### src/rtl/bsg_axil_debug_seq.sv
// bsg_axil_debug_seq: debug-request sequencer sitting between the DM
// system-bus master and a bsg_axil_fifo_master bridge. DM requests pass
// through when idle; a pending hart debug request takes the bridge for a
// four-write sequence (NPC, IRQ high, IRQ low, unfreeze), served round-robin.
// Optional response timeout: define BSG_DEBUG_SEQ_TIMEOUT_EN.
module bsg_axil_debug_seq #(
    parameter int unsigned                num_harts_p    = 1,
    parameter int unsigned                addr_width_p   = 32,
    parameter int unsigned                data_width_p   = 32,
    parameter logic [data_width_p-1:0]    debug_rom_pc_p = 'h130800,
    parameter logic [addr_width_p-1:0]    npc_addr_p     = 'h200010,
    parameter logic [addr_width_p-1:0]    irq_addr_p     = 'h30c000,
    parameter logic [addr_width_p-1:0]    freeze_addr_p  = 'h200008,
    parameter logic [addr_width_p-1:0]    hart_stride_p  = 'h1000000,
    parameter int unsigned                timeout_p      = 4096
) (
    input  logic                      clk_i,
    input  logic                      reset_i,
    input  logic [num_harts_p-1:0]    debug_req_i,
    input  logic                      dm_req_i,
    input  logic                      dm_we_i,
    input  logic [addr_width_p-1:0]   dm_addr_i,
    input  logic [data_width_p-1:0]   dm_wdata_i,
    input  logic [data_width_p/8-1:0] dm_be_i,
    output logic                      dm_gnt_o,
    output logic                      dm_r_valid_o,
    output logic [data_width_p-1:0]   dm_r_rdata_o,
    output logic                      dm_r_err_o,
    output logic                      fifo_v_o,
    output logic                      fifo_w_o,
    output logic [addr_width_p-1:0]   fifo_addr_o,
    output logic [data_width_p-1:0]   fifo_data_o,
    output logic [data_width_p/8-1:0] fifo_wmask_o,
    input  logic                      fifo_ready_and_i,
    input  logic                      fifo_v_i,
    input  logic [data_width_p-1:0]   fifo_data_i,
    output logic                      fifo_ready_and_o,
    output logic [num_harts_p-1:0]    hart_done_o,
    output logic                      busy_o
);

    localparam int unsigned hart_w_lp = (num_harts_p > 1) ? $clog2(num_harts_p) : 1;

    typedef enum logic [2:0] {
        e_ready,
        e_npc,
        e_hireq,
        e_loreq,
        e_unfreeze
    } state_e;

    state_e                 state_r, next_state;
    logic                   outstanding_r;
    logic                   owner_r;
    logic                   issued_r;
    logic [num_harts_p-1:0] served_r;
    logic [hart_w_lp-1:0]   rr_ptr_r, hart_r;

    logic [num_harts_p-1:0]  pending;
    logic                    pick_v;
    logic [hart_w_lp-1:0]    pick_idx, rr_idx, next_rr;
    logic [addr_width_p-1:0] hart_off;
    logic                    start, issue, resp, late, timeout;
    logic                    seq_resp, done, abort;
    logic [num_harts_p-1:0]  hart_vec, done_vec, abort_vec;

    assign pending  = debug_req_i & ~served_r;
    assign hart_off = addr_width_p'(hart_r) * hart_stride_p;
    assign hart_vec = num_harts_p'(1) << hart_r;
    assign next_rr  = (32'(hart_r) + 1 == num_harts_p) ? '0 : hart_w_lp'(32'(hart_r) + 1);

    // Round-robin pick: first pending hart at or after rr_ptr_r, wrapping.
    always_comb begin
        pick_v   = 1'b0;
        pick_idx = '0;
        rr_idx   = '0;
        for (int unsigned i = 0; i < num_harts_p; i++) begin
            rr_idx = hart_w_lp'((32'(rr_ptr_r) + i) % num_harts_p);
            if (!pick_v && pending[rr_idx]) begin
                pick_v   = 1'b1;
                pick_idx = rr_idx;
            end
        end
    end

`ifdef BSG_DEBUG_SEQ_TIMEOUT_EN
    logic [15:0] tmo_cnt_r;
    logic        stale_r;

    // A timed-out request leaves stale_r set until its late response is
    // swallowed, so that response can never be credited to a newer request.
    assign resp    = fifo_v_i & outstanding_r & ~stale_r;
    assign late    = fifo_v_i & outstanding_r &  stale_r;
    assign timeout = outstanding_r & ~stale_r & ~fifo_v_i & (tmo_cnt_r == 16'(timeout_p - 1));

    // Timeout counter and stale-response tracking.
    always_ff @(posedge clk_i) begin
        if (reset_i) begin
            tmo_cnt_r <= '0;
            stale_r   <= 1'b0;
        end else begin
            if (issue)
                tmo_cnt_r <= '0;
            else if (outstanding_r && !stale_r)
                tmo_cnt_r <= tmo_cnt_r + 16'd1;
            if (timeout)
                stale_r <= 1'b1;
            else if (late)
                stale_r <= 1'b0;
        end
    end
`else
    assign resp    = fifo_v_i & outstanding_r;
    assign late    = 1'b0;
    assign timeout = 1'b0;
`endif

    assign seq_resp  = resp & owner_r & (state_r != e_ready);
    assign done      = seq_resp & (state_r == e_unfreeze);
    assign abort     = timeout & owner_r & (state_r != e_ready);
    assign done_vec  = done  ? hart_vec : '0;
    assign abort_vec = abort ? hart_vec : '0;
    assign issue     = fifo_v_o & fifo_ready_and_i;

    // Request mux: DM passthrough in e_ready, sequencer writes otherwise.
    always_comb begin
        dm_gnt_o     = 1'b0;
        fifo_v_o     = 1'b0;
        fifo_w_o     = 1'b0;
        fifo_addr_o  = '0;
        fifo_data_o  = '0;
        fifo_wmask_o = '0;
        start        = 1'b0;
        next_state   = state_r;
        case (state_r)
            e_ready: begin
                if (pick_v && !outstanding_r) begin
                    start = 1'b1;
                end else begin
                    fifo_v_o     = dm_req_i & ~outstanding_r;
                    fifo_w_o     = dm_we_i;
                    fifo_addr_o  = dm_addr_i;
                    fifo_data_o  = dm_wdata_i;
                    fifo_wmask_o = dm_be_i;
                    dm_gnt_o     = fifo_v_o & fifo_ready_and_i;
                end
            end
            default: begin
                fifo_v_o     = ~outstanding_r & ~issued_r;
                fifo_w_o     = 1'b1;
                fifo_wmask_o = '1;
                case (state_r)
                    e_npc: begin
                        fifo_addr_o = npc_addr_p + hart_off;
                        fifo_data_o = debug_rom_pc_p;
                        next_state  = e_hireq;
                    end
                    e_hireq: begin
                        fifo_addr_o = irq_addr_p + hart_off;
                        fifo_data_o = data_width_p'(1);
                        next_state  = e_loreq;
                    end
                    e_loreq: begin
                        fifo_addr_o = irq_addr_p + hart_off;
                        fifo_data_o = '0;
                        next_state  = e_unfreeze;
                    end
                    default: begin
                        fifo_addr_o = freeze_addr_p + hart_off;
                        fifo_data_o = '0;
                        next_state  = e_ready;
                    end
                endcase
            end
        endcase
        if (reset_i) begin
            fifo_v_o = 1'b0;
            dm_gnt_o = 1'b0;
            start    = 1'b0;
        end
    end

    assign fifo_ready_and_o = 1'b1;
    assign dm_r_valid_o     = ~reset_i & (resp | timeout) & ~owner_r;
    assign dm_r_err_o       = ~reset_i & timeout & ~owner_r;
    assign dm_r_rdata_o     = (dm_r_valid_o && !timeout) ? fifo_data_i : '0;
    assign hart_done_o      = reset_i ? '0 : done_vec;
    assign busy_o           = ~reset_i & ((state_r != e_ready) | outstanding_r);

    // Sequencer FSM, outstanding/owner tracking and per-hart served flags.
    always_ff @(posedge clk_i) begin
        if (reset_i) begin
            state_r       <= e_ready;
            outstanding_r <= 1'b0;
            owner_r       <= 1'b0;
            issued_r      <= 1'b0;
            served_r      <= '0;
            rr_ptr_r      <= '0;
            hart_r        <= '0;
        end else begin
            served_r <= (served_r | done_vec | abort_vec) & debug_req_i;
            if (issue) begin
                outstanding_r <= 1'b1;
                owner_r       <= (state_r != e_ready);
            end else if (resp || late) begin
                outstanding_r <= 1'b0;
            end
            if (issue && state_r != e_ready)
                issued_r <= 1'b1;
            case (state_r)
                e_ready: begin
                    if (start) begin
                        hart_r  <= pick_idx;
                        state_r <= e_npc;
                    end
                end
                default: begin
                    if (seq_resp) begin
                        issued_r <= 1'b0;
                        state_r  <= next_state;
                        if (state_r == e_unfreeze)
                            rr_ptr_r <= next_rr;
                    end else if (abort) begin
                        issued_r <= 1'b0;
                        state_r  <= e_ready;
                    end
                end
            endcase
        end
    end

endmodule

### config.mk
export PLATFORM = sky130hd
export DESIGN_NAME = bsg_axil_debug_seq
export DESIGN_NICKNAME = d
export VERILOG_FILES = /design/src/rtl/bsg_axil_debug_seq.sv
export SDC_FILE = /design/constraint.sdc
export NUM_CORES = 1
export LEC_CHECK = 0
export ABC_AREA = 1
export CAP_MARGIN = 5
export CORE_ASPECT_RATIO = 0.9
export CORE_MARGIN = 5
export CORE_UTILIZATION = 24
export DETAILED_ROUTE_END_ITERATION = 12
export PLACE_DENSITY = 0.86
export SETUP_SLACK_MARGIN = 0.4
export SKIP_LAST_GASP = 1
export SYNTH_ARGS = -nofsm -noshare
export SYNTH_HDL_FRONTEND = slang
export SYNTH_SLANG_ARGS = --single-unit
### constraint.sdc
create_clock -name clk_i -period 2.5 [get_ports clk_i]
set_input_delay 0.5 -clock clk_i [delete_from_list [all_inputs] [get_ports clk_i]]
set_output_delay 0.5 -clock clk_i [all_outputs]
set_load 0.03 [all_outputs]
Run 1, routed clock nets over the placement:
(3 px per um)
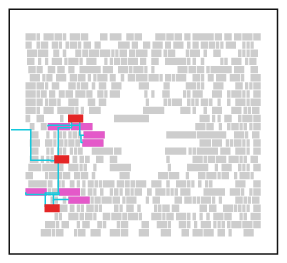
[clock wires] cyan | length: 110 um
[flip-flops] magenta | count: 7
[clock-net drivers] red | count: 3
flops lie: west
routed clock nets: 4
clk pwr: 0.000158 W
clock skew: 0.00124 ns
Clock Latency Late Sink: 0.23 ns
clock power share: 0.120

Run 1, selected gate families:
(3 px per um)
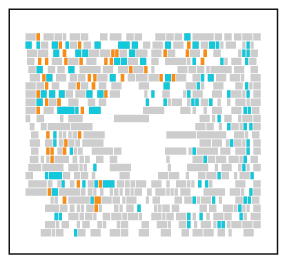
| family | colour | cells |
|---|---|---|
| nor cells | cyan | 98 |
| inv cells | orange | 47 |
most numerous logic cell after layout: buf_4
logic share of the area: 0.280
fin cells: 572

Run 1, close-up of the layout:
Region (54, 48) to (79, 73) um. Cells in grey, sequential cells in the stronger grey; small squares are vias.
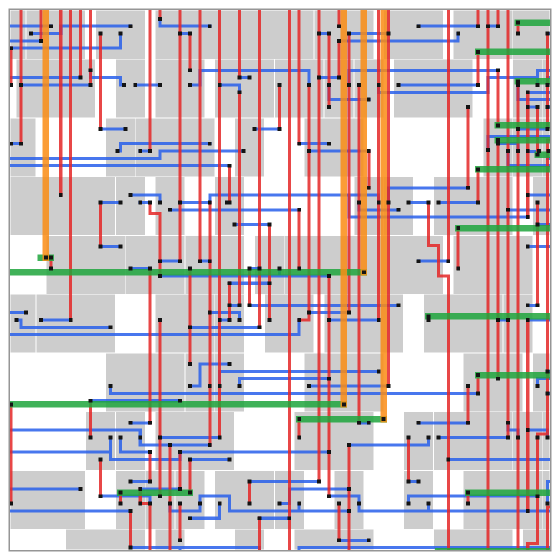
| layer | colour |
|---|---|
| M4 | orange |
| M3 | green |
| M1 | blue |
| M2 | red |
cells with their middle in the window: 65
most frequent: clkdlybuf4s50_1 (16), nand2_1 (13), nor2_1 (13)
sequential cells in the window: 0

Run 1, signal wires on met1:
(3 px per um)
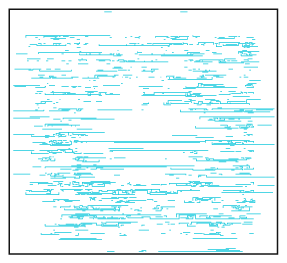
wire length on this layer: 2890 um
share of all routed wire: 35%
main direction: horizontal
nets with wire on the layer: 511
longest straight run: 43.7 um

==> ci_impl_report.md, run 1 <==
### Metrics collected by this job

| Metric | Value |
|---|---|
| Clock buffers | 4 |
| Post-synth mux share | 0 |
| Die area | roughly 0.0072 mm2 |
| Grt met1 use | 0.216 |
| Comb area leader | simple AND/OR/NAND/NOR gates |
| Hold-fix buffer count after cts | 0 |
| Seq pwr | 0.000127 W |
| Pre-Place Util | 0.252 |
| Reg2reg path depth | 6 |
| Iter 0 DRT Violations | 37 |
| Pre-CTS setup slack | between 0.15 and 0.2 ns |
| HP Start | issued_r$_SDFF_PP0_ |
| Fin area | 0.00364 mm2 |
| Post-CTS Resized | 14 |
| WP data arrival | roughly 1.6 ns |
| Drt pass-1 iters | 5 |
| # rows | 25 |
| CP bufs+invs | 3 |
| Yosys aoi share | 0.0279 |
| Outcome | finished clean |
| Leading cell kind | buffers |
| Flip-flop and latch count | 7 |
--- run 2 (diff from run 1) ---
Settings changed: CORE_UTILIZATION 24 to 23, PLACE_DENSITY 0.86 to 0.83.
Clock period 2.5 ns to 2 ns, I/O delays scaled along.
Run 2, close-up of the layout:
Region (55, 49) to (80, 74) um. Cells in grey, sequential cells in the stronger grey; small squares are vias.
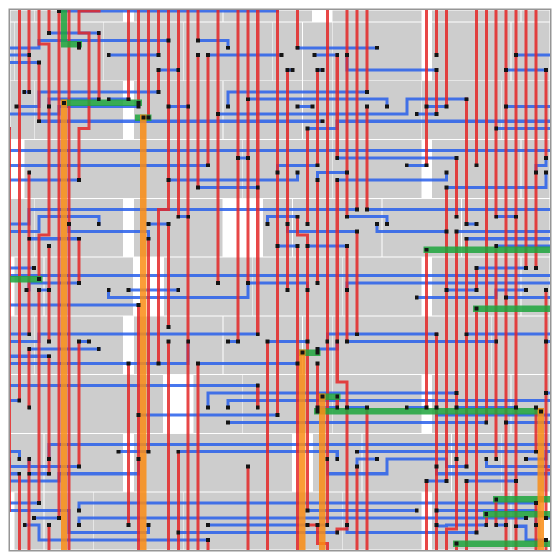
| layer | colour |
|---|---|
| M1 | blue |
| M4 | orange |
| M2 | red |
| M3 | green |
most frequent: buf_6 (13), clkdlybuf4s50_1 (12), nor2_4 (9)
cells with their middle in the window: 59
sequential cells in the window: 0

==> ci_impl_report.md, run 2 <==
### Metrics collected by this job

| Metric | Value |
|---|---|
| Crit path kind | flop to primary output (was primary input to primary output) |
| Die area | 0.00749 mm2 (was 0.00721 mm2) |
| Critical Path Sink | fifo_addr_o[13] (was dm_gnt_o) |
| Max FFs per register | 3 (unchanged) |
| Dpl cells | 569 (was 558) |
| Seq pwr | 0.000162 W (was 0.000127 W) |
| Top Metal Used | met4 (unchanged) |
| GR peak layer | met2 (unchanged) |
| CTS buffer count | 3 (unchanged) |
| Fin cells | 609 (was 572) |
| Fin area | 0.00512 mm2 (was 0.00364 mm2) |
| Pre-CTS setup slack | -0.130 ns (was 0.163 ns) |
| Comb area leader | simple AND/OR/NAND/NOR gates (unchanged) |
| H-tree Lvls | 1 (unchanged) |
| Clock buffers | 4 (unchanged) |
| CTS tree | done (unchanged) |
| Most numerous logic cell after layout | clkdlybuf4s50_1 (was buf_4) |
| Flip-flop and latch count | 7 (unchanged) |
| Logic share of the area | 0.319 (was 0.280) |
| Outcome | finished clean (unchanged) |
| Flops & latches, synth | 7 (unchanged) |
| Drt pass-1 iters | 5 (unchanged) |
| Reg2reg path depth | 9 (was 6) |
| # rows | 26 (was 25) |
| Iter 0 DRT Violations | 224 (was 37) |
| Post-CTS Resized | 114 (was 14) |
| Metal-1 WL | 5050 um (was 2890 um) |
| Grt met1 use | 0.291 (was 0.216) |
| Leading cell kind | buffers (unchanged) |
| Tapcells | 70 (was 67) |
| Pre-Place Util | 0.236 (was 0.252) |
| HP Start | issued_r$_SDFF_PP0_ (unchanged) |
| Clock skew | 0.00206 ns (was 0.00124 ns) |
| Synth-to-Final Area Change | 280% (was 171%) |
| Clk pwr | 0.000201 W (was 0.000158 W) |
| Critical Path Start | outstanding_r$_SDFFE_PP0P_ (was fifo_ready_and_i) |
| Post-synth mux share | 0 (unchanged) |
| Path category of the worst min-delay check | flop to flop (unchanged) |
| Most common cell in the synthesized netlist | nor2_1 (unchanged) |
| WP data arrival | 1.55 ns (about the same) |
| Yosys aoi share | 0.0279 (unchanged) |
| CP bufs+invs | 4 (was 3) |
| Hold-fix buffer count after cts | 0 (unchanged) |
| Clock power share | 0.087 (was 0.120) |
Power is estimated from default activity; no workload was simulated.
